Fig. 1: run 1, clock nets
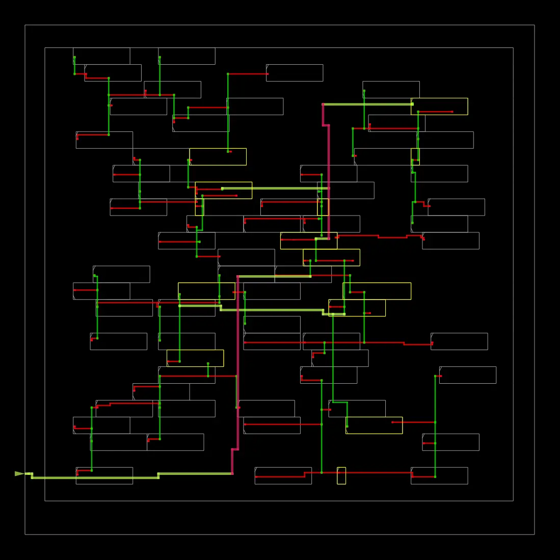
Fig. 2: run 1, clock network drawn from the DEF
Bar = 20 µm.
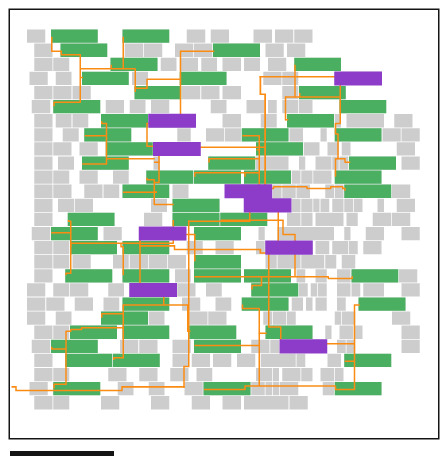
Fig. 3: run 1, placement by cell class
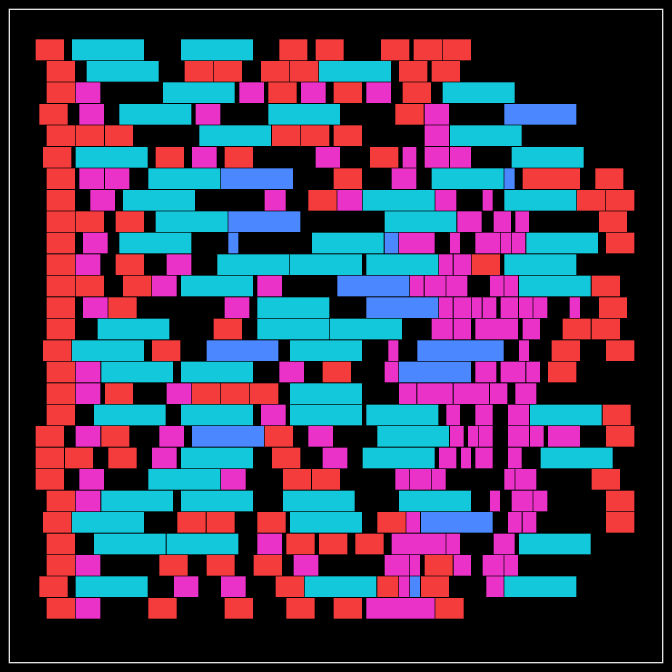
Fig. 4: run 1, gate-type map
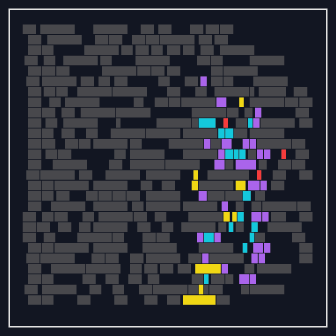
==> config.mk <==
export PLATFORM = sky130hd
export DESIGN_NAME = pipe_stage_reg
export DESIGN_NICKNAME = d
export VERILOG_FILES = /design/src/rtl/pipe_stage_reg.sv
export SDC_FILE = /design/constraint.sdc
export NUM_CORES = 1
export LEC_CHECK = 0
export CORE_MARGIN = 3
export CORE_UTILIZATION = 41
export CTS_BUF_LIST = sky130_fd_sc_hd__clkbuf_16
export CTS_CLUSTER_DIAMETER = 60
export CTS_CLUSTER_SIZE = 28
export DETAILED_ROUTE_END_ITERATION = 8
export PLACE_DENSITY = 0.75
export SYNTH_ARGS = -nofsm -noshare
export SYNTH_HDL_FRONTEND = slang
export SYNTH_SLANG_ARGS = --single-unit
==> constraint.sdc <==
create_clock -name clk_i -period 2.43 [get_ports clk_i]
set_input_delay 0.243 -clock clk_i [delete_from_list [all_inputs] [get_ports clk_i]]
set_output_delay 0.243 -clock clk_i [all_outputs]
set_load 0.03 [all_outputs]
==> src/rtl/pipe_stage_reg.sv <==
// Inter-stage pipeline register: DEPTH slots of {valid, ctrl, data} with stall,
// bubble insertion, flush and a saturating bubble counter.
module pipe_stage_reg #(
    parameter int                DATA_W      = 32,
    parameter int                CTRL_W      = 10,
    parameter int                DEPTH       = 1,
    parameter logic [CTRL_W-1:0] BUBBLE_CTRL = '0,
    parameter int                CNT_W       = 16,
    localparam int               OCC_W       = $clog2(DEPTH + 1)
) (
    input  logic              clk_i,
    input  logic              rst_i,
    input  logic              stall_i,
    input  logic              bubble_i,
    input  logic              flush_i,
    input  logic              cnt_clr_i,
    input  logic              valid_i,
    input  logic [CTRL_W-1:0] ctrl_i,
    input  logic [DATA_W-1:0] data_i,
    output logic              valid_o,
    output logic [CTRL_W-1:0] ctrl_o,
    output logic [DATA_W-1:0] data_o,
    output logic [OCC_W-1:0]  occ_o,
    output logic [CNT_W-1:0]  bubble_cnt_o
);

    logic              valid_reg [DEPTH];
    logic [CTRL_W-1:0] ctrl_reg  [DEPTH];
    logic [DATA_W-1:0] data_reg  [DEPTH];
    logic [CNT_W-1:0]  cnt_reg;
    logic              bubble_take;

    assign bubble_take = bubble_i & ~flush_i & ~stall_i;

    genvar gi;
    generate
        for (gi = 0; gi < DEPTH; gi++) begin : g_slot
            logic              v_next;
            logic [CTRL_W-1:0] c_next;
            logic [DATA_W-1:0] d_next;

            if (gi == 0) begin : g_head
                // A bubble drops the incoming entry; an invalid entry is scrubbed
                // so empty slots always carry the no-op control word.
                assign v_next = valid_i & ~bubble_i;
                assign c_next = v_next ? ctrl_i : BUBBLE_CTRL;
                assign d_next = v_next ? data_i : '0;
            end else begin : g_body
                assign v_next = valid_reg[gi-1];
                assign c_next = ctrl_reg[gi-1];
                assign d_next = data_reg[gi-1];
            end

            always_ff @(posedge clk_i or posedge rst_i) begin
                if (rst_i) begin
                    valid_reg[gi] <= 1'b0;
                    ctrl_reg[gi]  <= BUBBLE_CTRL;
                    data_reg[gi]  <= '0;
                end else if (flush_i) begin
                    valid_reg[gi] <= 1'b0;
                    ctrl_reg[gi]  <= BUBBLE_CTRL;
                    data_reg[gi]  <= '0;
                end else if (!stall_i) begin
                    valid_reg[gi] <= v_next;
                    ctrl_reg[gi]  <= c_next;
                    data_reg[gi]  <= d_next;
                end
            end
        end
    endgenerate

    // Clear wins over a same-cycle increment; the count sticks at all-ones.
    always_ff @(posedge clk_i or posedge rst_i) begin
        if (rst_i) begin
            cnt_reg <= '0;
        end else if (cnt_clr_i) begin
            cnt_reg <= '0;
        end else if (bubble_take && (cnt_reg != '1)) begin
            cnt_reg <= cnt_reg + CNT_W'(1);
        end
    end

    always_comb begin
        occ_o = '0;
        for (int i = 0; i < DEPTH; i++) begin
            occ_o = occ_o + OCC_W'(valid_reg[i]);
        end
    end

    assign valid_o      = valid_reg[DEPTH-1];
    assign ctrl_o       = ctrl_reg[DEPTH-1];
    assign data_o       = data_reg[DEPTH-1];
    assign bubble_cnt_o = cnt_reg;

endmodule

==> run summary, run 1 <==
Results of the implementation run.

TritonRoute reported its final design rule violation total as 0. The count of final setup violators is 0. The via count of the first global-routing pass is just over 2k.

The area reported by Yosys stat is 2404 µm². The clock tree from TritonCTS is yes. The portion of synthesized cell area occupied by the leading cell type came out at 61.43%.

The core utilization at floorplan came out at 43.12%. For this design, the CTS-stage hold fixing added 0 buffers. The average footprint of a synthesized cell is 12.52 µm². Setup repair after global routing left no endpoint under its margin.

The critical path data arrival time came out at 2200 ps. The run finished with clean final reports. In the final layout, the multi-input gates occupy just under 900 µm². In the layout the commonest cells are clkdlybuf4s50_1 (108), dfrtp_1 (59), a22o_1 (42), a21oi_1 (14), clkbuf_16 (9). The transition time of the tightest slew-check pin came out at 771.5 ps. The number of standard cells reported by yosys is 192. The leakage power of the design came out at 1.633 nW.

Detailed routing inserted a total of 2013 vias. The floorplan step set the die width to 82.57 µm. The area added between synthesis and finish is 59.29%.

The Yosys step of the flow raised 0 warnings. Per the placement log, port buffering inserted 108 buffers. The largest net degree at the start of global routing is roughly 44. Clock tree synthesis inserted a total of 9 buffers.
## Picture notes: Fig. 1
sequential cell count: 59
insertion delay of the later-clocked pin in the worst-skew pair: 320 ps
worst-case clock skew: 5.173 ps
power drawn by the clock network: 0.00116 W
# clk buffers: 9

## Picture notes: Fig. 2
[purple] clock drivers | count: 9
[green] flip-flops | count: 59
[orange] clock wires | length: 745 µm
flops lie	all over the die
routed clock nets	10
clock share of power: 48.3%

## Picture notes: Fig. 3
colour	class	cells
magenta	combinational and other logic	120
cyan	sequential cells	59
red	remaining buffers and delay cells	110
blue	clock drivers and dummy loads	14
core area: 5574 µm²
post-route core utilization: 68.69%

## Picture notes: Fig. 4
colour	family	cells	most used
cyan	nand cells	15	nand2_1
purple	aoi and oai cells	29	a21oi_1
yellow	nor cells	9	nor2_1
red	inv cells	3	inv_1
Final Non-Filler Cells: 375
proportion of cell area occupied by multi-input gates: 22.75%

## run 1: final cells by class
type,count,share of cell area (%)
inverters,3,0.2941
repair buffers,110,28.95
clock buffers,9,5.882
flip-flops and latches,59,38.56
clock inverters,5,1.209
well taps,72,2.353
multi-input cells,117,22.75
## run 1: synthesized netlist by cell type, drive strengths merged
cell type / n
a21o: 1
a21oi: 14
a22o: 42
a31oi: 1
and2: 1
and2b: 1
and3: 2
and4: 2
and4bb: 1
buf: 3
clkbuf: 10
dfrtp: 59
ha: 1
inv: 3
nand2: 6
nand3: 4
nand3b: 1
nand4: 4
nor2: 4
nor3: 2
nor3b: 2
nor4b: 1
o2111ai: 1
o21ai: 6
o31ai: 6
o41ai: 1
or3: 6
or4: 6
xnor2: 1
## run 1: metrics by stage
step	instances	setup WS (ps)	instance area, µm²	utilization [%]
2_1_floorplan	192	551.4	2404	-
3_3_place_gp	361	369.2	3557	63.82
3_5_place_dp	361	344.7	3557	63.82
4_1_cts	375	466.9	3829	68.69
5_1_grt	375	364.3	3829	68.69
6_report	375	462.6	3829	68.69
## run 1: state kept, by name (all words and copies together), names as in the netlist
register      cells
ctrl_o           10
valid_o           1
data_o           32
bubble_cnt_o     16
## run 1: final timing paths
check                                                 start                          end
worst max-delay path            bubble_cnt_o[0]$_DFFE_PP0P_  bubble_cnt_o[4]$_DFFE_PP0P_
worst min-delay path                                  rst_i        data_o[0]$_DFFE_PP0P_
worst max register to register  bubble_cnt_o[0]$_DFFE_PP0P_  bubble_cnt_o[4]$_DFFE_PP0P_
worst min register to register        ctrl_o[1]$_DFFE_PP0P_        ctrl_o[1]$_DFFE_PP0P_
max in group asynchronous                             rst_i       data_o[26]$_DFFE_PP0P_
min in group clk_i                    ctrl_o[1]$_DFFE_PP0P_        ctrl_o[1]$_DFFE_PP0P_
## run 1: kinds of logic after synthesis
kind of cell,Yosys count,share of synthesized area (%)
fa+ha+maj,1,0.5205
xor+xnor,1,0.3645
flops,59,61.43
buf+inv,16,2.707
simple gates,43,12.08
compound gates,72,22.90
## run 1: critical path: stages, from the launching register on
cell	delay, ps
dfrtp_1	420
ha_1	250
and3_1	210
and4bb_1	320
or4_1	530
a21oi_1	140
## run 1: routing by layer
metal  up-vias  wire [µm]
li1        961          -
met1       975       2747
met2        72       2927
met3         5        520
met4         0         55
met5         -          0
## run 1: report_power, final
| part | internal [W] | switching (W) |
|---|---|---|
| combinational | 0.000118 | 0.000107 |
| clock | 0.000766 | 0.000391 |
| sequential | 0.00100 | 0.0000118 |
| total | 0.00189 | 0.000511 |
==> run 1 -> run 2 <==
Settings changed: CORE_UTILIZATION 41 to 37, PLACE_DENSITY 0.75 to 0.71.
Clock period 2.43 ns to 1.7 ns, I/O delays scaled along.
Fig. 5: run 2, register map, names as in the netlist
Other sequential cells in the stronger grey, the rest of the logic in the fainter grey.
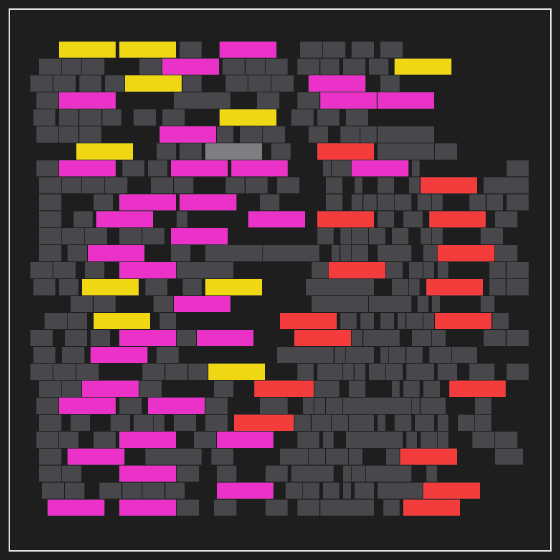
colour	netlist name	flops
yellow	`ctrl_o`	10
red	`bubble_cnt_o`	16
magenta	`data_o`	32
post-route core utilization: 69.27%
area used by sequential logic in the layout: 1479 µm²
power in sequential cells: 0.00145 W
fraction of area in registers: 35.02%

Fig. 6: run 2, clock nets
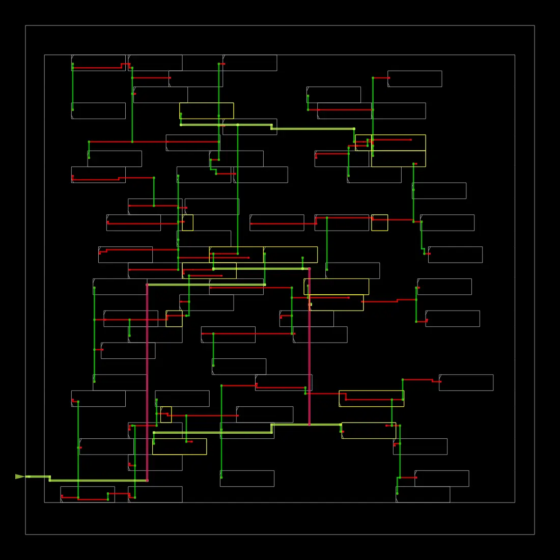
sinks on the clock net: 59
power drawn by the clock network: 0.00191 W
worst-case clock skew: 3.140 ps
total CTS buffers: 9

==> run 2 against run 1 <==
Design area is 10% higher. Hold slack worse by 19 ps. Clock skew is 2.0 ps lower. Clock power is 65% higher. Die size is 10% higher. Critical path type unchanged. Synthesized cell count stayed put. Utilization is 0.59 points higher. Sequential share of layout area is 3.5 points lower. Wire length is 10% higher. Flip-flop count stayed put. Power is 54% higher.
==> run summary, run 2 <==
Results of the implementation run.

The via count of the first global-routing pass came out at 2303 (was 2076). The transition time of the tightest slew-check pin came out at 337.6 ps (was 771.5 ps). The portion of total power attributed to combinational logic is 9.4% (about the same). The area reported by Yosys stat came out at 2404 µm² (unchanged).

The cell type group with the largest total delay on the critical path was simple AND/OR/NAND/NOR gates (unchanged). The clock tree from TritonCTS is yes (unchanged). The async set-reset flop share out of synthesis is 100.0% (unchanged). The capture instance of the worst register-to-register path was bubble_cnt_o[4]$_DFFE_PP0P_ (unchanged). The number of warning messages in the yosys log is 0 (unchanged). The most instantiated library cell after synthesis is dfrtp_1 (unchanged). Result of the run: complete, no violations (unchanged). The die boundary width is 86.60 µm (was 82.57 µm).

The residual DRC count came out at 0 (unchanged). The leakage power of the design came out at 1.879 nW (was 1.633 nW). The worst setup path endpoint is bubble_cnt_o[4]$_DFFE_PP0P_ (unchanged).

The worst flop-to-flop path startpoint is bubble_cnt_o[0]$_DFFE_PP0P_ (unchanged). The count of final setup violators was 0 (unchanged). The switching power share of the total came to 21.87% (was 21.30%). The average footprint of a synthesized cell came to 12.52 µm² (unchanged). The main flop type is dfrtp_1 (unchanged). The via count was 2174 (was 2013). The clock share of power came to 51.5% (was 48.3%).

The count of placed standard cells in the final layout, fillers left out was 412 (was 375). The count of buffering cells on the critical path with inverters included is 0 (unchanged). RSZ-0062 raised after global routing: true (was false). The count of buffers inserted at the top-level ports is 108 (unchanged).

The standard cell with the maximum stage delay on the critical path is or4_1 (unchanged). The number of standard cells reported by yosys is 192 (unchanged). Cell types with the highest counts after synthesis: dfrtp_1 (59), a22o_1 (42), a21oi_1 (14) (unchanged). The net switching power came out at 0.0008100 W (was 0.0005105 W).

The peak per-stage delay on the critical path is 500 ps (was 530 ps).
-- run 2: cell counts after synthesis --
Identical to the previous run, type by type.
-- run 2: final cells by class --
class / count / area share [%]
clock buffers: 9 / 5.333
clock inverters: 7 / 2.193
repair buffers: 141 / 32.62
flip-flops and latches: 59 / 35.02
multi-input cells: 118 / 22.25
well taps: 75 / 2.222
inverters: 3 / 0.3556
-- run 2: worst min path at each step --
stage                                       from                           end  cells past startpoint
final                                      rst_i   bubble_cnt_o[3]$_DFFE_PP0P_                      3
after global routing                       rst_i   bubble_cnt_o[3]$_DFFE_PP0P_                      3
after CTS                                  rst_i   bubble_cnt_o[3]$_DFFE_PP0P_                      3
after detailed placement  data_o[11]$_DFFE_PP0P_        data_o[11]$_DFFE_PP0P_                      1
after global placement    data_o[30]$_DFFE_PP0P_        data_o[30]$_DFFE_PP0P_                      1
after floorplan                            rst_i  bubble_cnt_o[10]$_DFFE_PP0P_                      1
-- run 2: power groups by stage --
stage                     registers, W  clock network [W]   logic, W
after floorplan                0.00152                  0  0.0000801
after global placement         0.00147                  0   0.000346
after detailed placement       0.00147                  0   0.000350
after CTS                      0.00145            0.00194   0.000352
after global routing           0.00145            0.00202   0.000373
final                          0.00145            0.00191   0.000348
-- run 2: metal layers --
layer,vias to the layer above,part of all wire [%],GRT usage (%)
met3,5,9.4,9.221
met5,-,0,0
met2,91,46,29.14
met4,0,0.85,5.524
met1,1052,44,24.17
li1,1026,-,-
-- run 2: repair_timing --
item | in CTS | in global routing
pin swaps | 1 | 4
hold buffers | 0 | 0
gates resized | 3 | 11
cloned | 0 | 1
setup endpoints to repair | 4 | 11
-- run 2: cells by family after synthesis --
| family | after synthesis | share of synthesized area (%) |
|---|---|---|
| and+or+nand+nor | 43 | 12.08 |
| adders and majority gates | 1 | 0.5205 |
| buffers and inverters | 16 | 2.707 |
| DFF | 59 | 61.43 |
| AOI/OAI and AO/OA | 72 | 22.90 |
| xor gates and xnor gates | 1 | 0.3645 |
-- run 2: per-stage QoR --
| stage | setup slack, ps | hold WS, ps | instance area [µm²] | TNS (ps) |
|---|---|---|---|---|
| 2_1_floorplan | -36.12 | 269.5 | 2427 | -104.7 |
| 3_3_place_gp | -64.89 | 487.5 | 3842 | -257.3 |
| 3_5_place_dp | -90.12 | 490.6 | 3842 | -644.5 |
| 4_1_cts | 3.278 | 294.2 | 4168 | 0 |
| 5_1_grt | -30.32 | 323.8 | 4223 | -75.28 |
| 6_report | 10.75 | 280.2 | 4223 | 0 |
-- run 2: tightest hold or removal path: cells and delay by family --
kind / cells / cell delay (ps)
buffers and inverters: 3 / 820
Power is estimated from default activity; no workload was simulated.
